**Signal wires on met1**

Supply wires on this layer in grey.
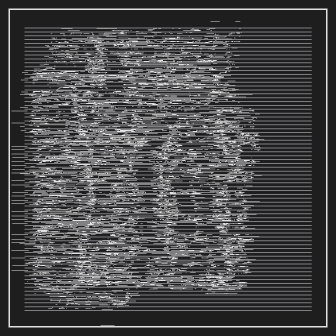
**Signal wires on met2**

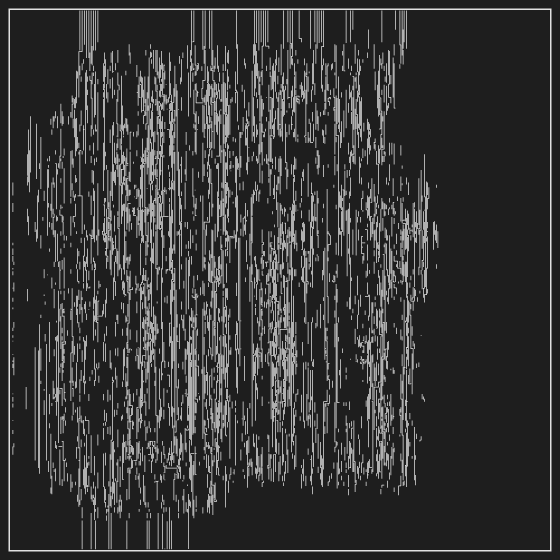
**Met3 routing**

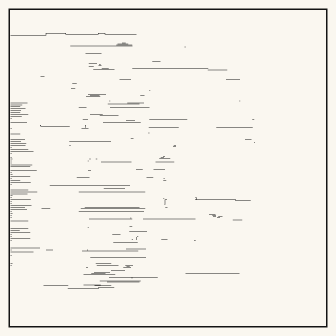
**The metal 4 layer**

The bar under the picture is 50 um long. Supply wires on this layer in grey.
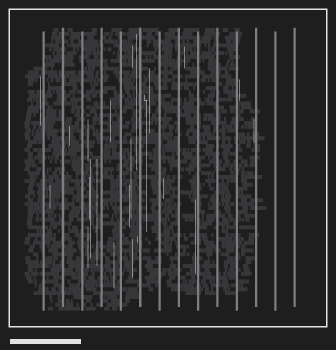
`config.mk`:
```
export PLATFORM = sky130hd
export DESIGN_NAME = wb_gain_sched
export DESIGN_NICKNAME = d
export VERILOG_FILES = /design/src/rtl/wb_pkg.sv /design/src/rtl/wb_serial_div.sv /design/src/rtl/wb_gain_sched.sv
export SDC_FILE = /design/constraint.sdc
export NUM_CORES = 1
export LEC_CHECK = 0
export CAP_MARGIN = 10
export CORE_MARGIN = 10
export CORE_UTILIZATION = 40
export CTS_CLUSTER_SIZE = 20
export DETAILED_ROUTE_END_ITERATION = 6
export PLACE_DENSITY_LB_ADDON = 0.3
export SETUP_SLACK_MARGIN = 0.02
export SLEW_MARGIN = 25
export SYNTH_ARGS = -nofsm -noshare
export SYNTH_HDL_FRONTEND = slang
export SYNTH_SLANG_ARGS = --single-unit
```
`constraint.sdc`:
```
create_clock -name clk -period 6.9 [get_ports clk]
set_clock_uncertainty 0.1 [all_clocks]
set_input_delay 0.69 -clock clk [delete_from_list [all_inputs] [get_ports clk]]
set_output_delay 0.69 -clock clk [all_outputs]
set_load 0.1 [all_outputs]
```
`src/rtl/wb_pkg.sv`:
```
// -----------------------------------------------------------------------------
// wb_pkg
// Shared definitions for the white-balance gain scheduler:
//   - wb_state_t      : scheduler FSM states
//   - wb_num_w()      : width of the divider numerator (sum << frac)
//   - wb_unity()      : unity gain for a given number of fractional bits
//   - DEF_GAIN_FRAC   : default fractional bits of the gain
//   - UNITY_GAIN      : unity gain at the default fraction
// -----------------------------------------------------------------------------
package wb_pkg;

  localparam int DEF_GAIN_FRAC = 8;

  // Scheduler states: one summing cycle, then one divide per channel.
  typedef enum logic [2:0] {
    ST_IDLE  = 3'd0,
    ST_SUM   = 3'd1,
    ST_DIV_R = 3'd2,
    ST_DIV_G = 3'd3,
    ST_DIV_B = 3'd4,
    ST_DONE  = 3'd5
  } wb_state_t;

  // The numerator is the 3-way sum (two extra carry bits) shifted up by the
  // gain fraction so the quotient comes out directly in gain units.
  function automatic int wb_num_w(input int sum_w, input int gain_frac);
    return sum_w + 2 + gain_frac;
  endfunction

  function automatic int unsigned wb_unity(input int gain_frac);
    return 32'd1 << gain_frac;
  endfunction

  localparam int unsigned UNITY_GAIN = 32'd1 << DEF_GAIN_FRAC;

endpackage

```
`src/rtl/wb_serial_div.sv`:
```
// -----------------------------------------------------------------------------
// wb_serial_div
// Restoring unsigned divider, one quotient bit per clock.
//
// Ports:
//   clk       in   clock
//   rst       in   synchronous active-high reset
//   start     in   load num/den; iteration begins on the following cycle
//   abort     in   synchronous abandon of the current division
//   num       in   NUM_W-bit dividend
//   den       in   DEN_W-bit divisor (den==0 yields a meaningless quotient;
//                  the caller handles that case)
//   done      out  high for one cycle, NUM_W cycles after start
//   quotient  out  final quotient, valid while done is high
//
// The quotient is presented combinationally from the last iteration so the
// caller can capture it in the same cycle done is high.
// -----------------------------------------------------------------------------
module wb_serial_div #(
  parameter int NUM_W = 38,
  parameter int DEN_W = 30
) (
  input  logic             clk,
  input  logic             rst,
  input  logic             start,
  input  logic             abort,
  input  logic [NUM_W-1:0] num,
  input  logic [DEN_W-1:0] den,
  output logic             done,
  output logic [NUM_W-1:0] quotient
);

  localparam int CNT_W = $clog2(NUM_W + 1);

  logic [NUM_W-1:0] q_reg;
  logic [DEN_W-1:0] rem_reg;
  logic [DEN_W-1:0] den_reg;
  logic [CNT_W-1:0] count;
  logic             active;

  logic [DEN_W:0]   rem_shift;
  logic [DEN_W:0]   trial;
  logic [DEN_W-1:0] rem_next;
  logic [NUM_W-1:0] q_next;
  logic             q_bit;

  // One restoring step: bring down the next dividend bit, try a subtract,
  // keep the difference only when it did not go negative. The dividend is
  // shifted out of q_reg from the top while quotient bits enter at the bottom.
  always_comb begin
    rem_shift = {rem_reg, q_reg[NUM_W-1]};
    trial     = rem_shift - {1'b0, den_reg};
    q_bit     = ~trial[DEN_W];
    rem_next  = q_bit ? trial[DEN_W-1:0] : rem_shift[DEN_W-1:0];
    q_next    = {q_reg[NUM_W-2:0], q_bit};
  end

  // Iteration control: count holds the number of steps still to run.
  always_ff @(posedge clk) begin
    if (rst || abort) begin
      active  <= 1'b0;
      count   <= '0;
      q_reg   <= '0;
      rem_reg <= '0;
      den_reg <= '0;
    end else if (start) begin
      active  <= 1'b1;
      count   <= CNT_W'(NUM_W);
      q_reg   <= num;
      rem_reg <= '0;
      den_reg <= den;
    end else if (active) begin
      q_reg   <= q_next;
      rem_reg <= rem_next;
      count   <= count - CNT_W'(1);
      if (count == CNT_W'(1)) begin
        active <= 1'b0;
      end
    end
  end

  assign done     = active && (count == CNT_W'(1));
  assign quotient = q_next;

endmodule

```
`src/rtl/wb_gain_sched.sv`:
```
// -----------------------------------------------------------------------------
// wb_gain_sched
// Per-frame gray-world gain scheduler. On a vsync rise the R/G/B frame sums
// are latched, then one shared serial divider computes (R+G+B)/(3*C) for each
// channel in turn. The resulting gain set is held in shadow registers and
// applied atomically at the following vsync rise.
//
// Optional feature (macro WB_SMOOTH_EN): when defined, each applied gain moves
// only part of the way toward the new value:
//   g_out + ((shadow - g_out) >>> SMOOTH_SH)
// When undefined, the shadow value is applied directly.
//
// Ports:
//   clk         in   pixel clock
//   rst         in   synchronous active-high reset
//   vsync       in   frame sync
//   en          in   allow new computations to start
//   r_sum       in   previous-frame red sum     (SUM_W)
//   g_sum       in   previous-frame green sum   (SUM_W)
//   b_sum       in   previous-frame blue sum    (SUM_W)
//   r_gain      out  applied red gain           (GAIN_W, GAIN_FRAC frac bits)
//   g_gain      out  applied green gain
//   b_gain      out  applied blue gain
//   gain_valid  out  one-cycle pulse when a new gain set is applied
//   busy        out  computation in progress
//   overrun     out  sticky: a frame boundary arrived mid-computation
// -----------------------------------------------------------------------------
module wb_gain_sched
  import wb_pkg::*;
#(
  parameter int SUM_W     = 28,
  parameter int GAIN_W    = 10,
  parameter int GAIN_FRAC = DEF_GAIN_FRAC,
  parameter int SMOOTH_SH = 2
) (
  input  logic              clk,
  input  logic              rst,
  input  logic              vsync,
  input  logic              en,
  input  logic [SUM_W-1:0]  r_sum,
  input  logic [SUM_W-1:0]  g_sum,
  input  logic [SUM_W-1:0]  b_sum,
  output logic [GAIN_W-1:0] r_gain,
  output logic [GAIN_W-1:0] g_gain,
  output logic [GAIN_W-1:0] b_gain,
  output logic              gain_valid,
  output logic              busy,
  output logic              overrun
);

  localparam int DEN_W = SUM_W + 2;
  localparam int NUM_W = wb_num_w(SUM_W, GAIN_FRAC);
  localparam logic [GAIN_W-1:0] UNITY = GAIN_W'(wb_unity(GAIN_FRAC));

  wb_state_t state, state_next;

  logic              vsync_d;
  logic              rise;
  logic              computing;

  logic [SUM_W-1:0]  r_lat, g_lat, b_lat;
  logic [NUM_W-1:0]  num_reg;
  logic [GAIN_W-1:0] sh_r, sh_g, sh_b;
  logic              pending;
  logic              div_first, div_first_next;

  logic              latch_sums;
  logic              apply_now;
  logic              div_abort;
  logic              capture_r, capture_g, capture_b;
  logic              set_pending;

  logic [DEN_W-1:0]  total;
  logic [SUM_W-1:0]  cur_sum;
  logic [DEN_W-1:0]  den;
  logic              div_done;
  logic [NUM_W-1:0]  quotient;
  logic [GAIN_W-1:0] chan_gain;

  // Partial step toward the new gain; the signed difference always fits in
  // GAIN_W+1 bits and the result always lands back inside the gain range.
  function automatic logic [GAIN_W-1:0] smooth_step(input logic [GAIN_W-1:0] cur,
                                                    input logic [GAIN_W-1:0] target);
    logic signed [GAIN_W:0] diff;
    logic signed [GAIN_W:0] step;
    diff = $signed({1'b0, target}) - $signed({1'b0, cur});
    step = diff >>> SMOOTH_SH;
    return cur + step[GAIN_W-1:0];
  endfunction

  assign rise      = vsync & ~vsync_d;
  assign computing = (state == ST_SUM) || (state == ST_DIV_R) ||
                     (state == ST_DIV_G) || (state == ST_DIV_B);
  assign busy      = computing;

  // Divider operands: the numerator is built once in SUM, the denominator is
  // 3x the sum of whichever channel the FSM is currently dividing.
  always_comb begin
    total = {2'b00, r_lat} + {2'b00, g_lat} + {2'b00, b_lat};
    unique case (state)
      ST_DIV_G: cur_sum = g_lat;
      ST_DIV_B: cur_sum = b_lat;
      default:  cur_sum = r_lat;
    endcase
    den = {1'b0, cur_sum, 1'b0} + {2'b00, cur_sum};
  end

  // Channel result: an empty channel keeps unity gain, oversized quotients
  // clamp to the largest representable gain.
  always_comb begin
    if (den == '0) begin
      chan_gain = UNITY;
    end else if (|quotient[NUM_W-1:GAIN_W]) begin
      chan_gain = '1;
    end else begin
      chan_gain = quotient[GAIN_W-1:0];
    end
  end

  wb_serial_div #(
    .NUM_W (NUM_W),
    .DEN_W (DEN_W)
  ) u_div (
    .clk      (clk),
    .rst      (rst),
    .start    (div_first),
    .abort    (div_abort),
    .num      (num_reg),
    .den      (den),
    .done     (div_done),
    .quotient (quotient)
  );

  // Next-state and control. A frame boundary during a computation overrides
  // everything: the run is dropped and restarted on the freshly latched sums.
  always_comb begin
    state_next  = state;
    latch_sums  = 1'b0;
    apply_now   = 1'b0;
    div_abort   = 1'b0;
    capture_r   = 1'b0;
    capture_g   = 1'b0;
    capture_b   = 1'b0;
    set_pending = 1'b0;

    unique case (state)
      ST_IDLE: begin
        if (rise && en) begin
          state_next = ST_SUM;
          latch_sums = 1'b1;
        end
      end
      ST_SUM: begin
        state_next = ST_DIV_R;
      end
      ST_DIV_R: begin
        if (div_done) begin
          capture_r  = 1'b1;
          state_next = ST_DIV_G;
        end
      end
      ST_DIV_G: begin
        if (div_done) begin
          capture_g  = 1'b1;
          state_next = ST_DIV_B;
        end
      end
      ST_DIV_B: begin
        if (div_done) begin
          capture_b   = 1'b1;
          set_pending = 1'b1;
          state_next  = ST_DONE;
        end
      end
      ST_DONE: begin
        if (rise) begin
          apply_now  = pending;
          latch_sums = 1'b1;
          state_next = en ? ST_SUM : ST_IDLE;
        end
      end
      default: begin
        state_next = ST_IDLE;
      end
    endcase

    if (computing && rise) begin
      state_next  = ST_SUM;
      latch_sums  = 1'b1;
      div_abort   = 1'b1;
      capture_r   = 1'b0;
      capture_g   = 1'b0;
      capture_b   = 1'b0;
      set_pending = 1'b0;
    end

    // The divider is loaded in the first cycle of each DIV state.
    div_first_next = ((state_next == ST_DIV_R) || (state_next == ST_DIV_G) ||
                      (state_next == ST_DIV_B)) && (state_next != state);
  end

  // State register.
  always_ff @(posedge clk) begin
    if (rst) begin
      state     <= ST_IDLE;
      div_first <= 1'b0;
    end else begin
      state     <= state_next;
      div_first <= div_first_next;
    end
  end

  // Datapath registers: sum latches, numerator, shadow and applied gains.
  always_ff @(posedge clk) begin
    if (rst) begin
      vsync_d    <= 1'b0;
      r_lat      <= '0;
      g_lat      <= '0;
      b_lat      <= '0;
      num_reg    <= '0;
      sh_r       <= UNITY;
      sh_g       <= UNITY;
      sh_b       <= UNITY;
      pending    <= 1'b0;
      overrun    <= 1'b0;
      gain_valid <= 1'b0;
      r_gain     <= UNITY;
      g_gain     <= UNITY;
      b_gain     <= UNITY;
    end else begin
      vsync_d    <= vsync;
      gain_valid <= apply_now;

      if (latch_sums) begin
        r_lat <= r_sum;
        g_lat <= g_sum;
        b_lat <= b_sum;
      end

      if (state == ST_SUM) begin
        num_reg <= NUM_W'(total) << GAIN_FRAC;
      end

      if (capture_r) sh_r <= chan_gain;
      if (capture_g) sh_g <= chan_gain;
      if (capture_b) sh_b <= chan_gain;

      if (set_pending) begin
        pending <= 1'b1;
      end else if (apply_now) begin
        pending <= 1'b0;
      end

      if (div_abort) begin
        overrun <= 1'b1;
      end

      if (apply_now) begin
`ifdef WB_SMOOTH_EN
        r_gain <= smooth_step(r_gain, sh_r);
        g_gain <= smooth_step(g_gain, sh_g);
        b_gain <= smooth_step(b_gain, sh_b);
`else
        r_gain <= sh_r;
        g_gain <= sh_g;
        b_gain <= sh_b;
`endif
      end
    end
  end

endmodule

```
==> COMMIT_EDITMSG <==
Log flow metrics for this revision

- Status: complete, no violations
- Type of the most critical hold path: register to register
* Asr flop ratio synth: 0%
- Entering global routing, the biggest net connects 103 pins.
* Post-synthesis chip area from yosys: 0.0163 mm2
* Net count of the mapped netlist: 2258
- Simple-Gate Fraction of Synth Area: 19.2%
* Post-Synthesis Mean Instance Area: 7.97 um2
* Biggest cell delay along the critical path: 0.71 ns
* Met2 usage in global routing: 26.2%
* Global Route met3 Usage: 2.44%
- Buffer share of cell area: 6.91%
- Cell-internal power: 2960 uW
- Combinational logic is responsible for 15.1% of the overall power.
- The number of global-route vias before repair is 13600.
* CTS tree: built
* Top Consumer: registers
- Flip-flop count of the largest register, all copies and words added: 38
* Area fraction in mux cells: 6.56%
* Complex Gates by Area: 20.1%
* Share of post-route cells with drive strength above 1: 4.33%
- Width of the chip: 222 um
* Aggregate routed wire length: 41.0 mm
- Final count of pins violating max slew: 0
- After floorplanning, the core was divided into 73 placement rows.
* Per-cell via count in the routed design: 5.30
- The flow reports power dissipated in sequential cells as 1740 uW.
* Sequential Power Share: 42.8%
- Multi-input logic gates represent a cell area share of 52.4%.
* Synthesis-to-finish area growth: 15.8%
- The critical path starts at state[2]$_SDFF_PP0_.
- Proportion of total power due to net switching: 27.1%
- 1580 cells are multi-input combinational gates.
- The library cell used most frequently in the layout, excluding fill and tap cells, is sky130_fd_sc_hd__nand2_1.
* Startpoint type of the worst setup path: register
* GRT Resource Usage Total: 15.9%
* Comb. pwr: 614 uW
* Peak supply drop: 0.166 mV
* Worst Hold Depth: 2
* Tightest Pin Transition: 0.990 ns
- Post-Syn Instances: 2050
- The number of cells reported by Yosys stat comes to 2050.
* Busiest layer in global routing: met2
- Placement-stage worst setup slack: 1.23 ns
- STA classifies the critical path endpoint as a register.
- Worst setup slack for register-to-register paths: 1.24 ns
- The number of gates resized after CTS was 0.
- Once synthesis finished, the tally of register bits stood at 287.
- Per the synth stats, the flop cell with the highest instance count is sky130_fd_sc_hd__dfxtp_1.
- Setup repair after global routing left no endpoint under its margin.
* Fraction of area in registers: 30.4%
- Hold timing on the final database bottoms out at a slack of 0.346 ns.
* DRC marker count from the first detailed-route iteration: 706
- After filler insertion, the fill cell instance count of the layout stands at 3897.
- Min setup slack post-route: 1.24 ns
- In the final report, the number of hold violations comes to 0.
* Net switching power: 1100 uW
- In this run, the clock network consumes 42.1% of the power.
- For this run, the share of the core covered by cells in the final layout is 47.2%.
- Post-synth design cell area: 0.0163 mm2
- Crit Reg-Reg Startpoint: state[2]$_SDFF_PP0_
- The tree built by TritonCTS fans out to 287 sinks.
- Per the GRT congestion report, total overflow comes to 0.
- First-pass GRT wire length: 68.0 mm
- The warning tally printed by Yosys for this design is 0.
- The repair_antennas step left the layout with diodes totalling 0.
- Post-route cell area: 0.0189 mm2
- Grouping stages by cell kind, the critical path spends the most delay in AND-OR/OR-AND gates.
* Register area share after synthesis: 35.2%
* Setup TNS: 0 ns
* Plain + repair buffers: 134
* Hold Path Origin: overrun$_SDFFE_PP0P_
- Crit-path slowest cell: sky130_fd_sc_hd__dfxtp_1
- Detailed-routed wire length on met3: 1.92 mm
- The first detailed-routing pass took 5 iterations.
- The placed instances occupy a cell area of 0.0179 mm2.
* Vias post-DR: 14000
- Among all cell types in the netlist, the one instantiated most often is sky130_fd_sc_hd__nand2_1.
- After synthesis, the largest area contributor takes up 35.2% of total cell area.
- Number of nets in the layout: 2306
* Most numerous logic cells after layout: sky130_fd_sc_hd__nand2_1 (389), sky130_fd_sc_hd__dfxtp_1 (285), sky130_fd_sc_hd__a21oi_1 (256), sky130_fd_sc_hd__nor2_1 (192), sky130_fd_sc_hd__clkdlybuf4s50_1 (119)
- TritonCTS created 31 clock buffers.
* Worst Path Max Fanout: 30
* DRC violation count after routing: 0
* Area occupied by multi-input gates: 0.00991 mm2
* Number of tapcells: 525
* Critical path start-end classification: register to register
- The tool warning count for the run is 32.
* Leak: 0.00749 uW
* Max Cap Violations: 0
* H-tree depth reported by CTS: 1
* Bufs and invs on worst path: 2
- Ranked by instance count, the synthesized netlist is headed by sky130_fd_sc_hd__nand2_1 (390), sky130_fd_sc_hd__dfxtp_1 (287), sky130_fd_sc_hd__a21oi_1 (256).
About 'signal wires on met1':
wire length on this layer: 19500 um
nets with wire on the layer: 2214

About 'signal wires on met2':
main direction: vertical
longest straight run: 99.3 um
nets with wire on the layer: 1824
wire length on this layer: 18800 um

About 'met3 routing':
nets with wire on the layer: 135
main direction: horizontal

About 'the metal 4 layer':
nets with wire on the layer: 13
main direction: vertical

Power is estimated from default activity; no workload was simulated.
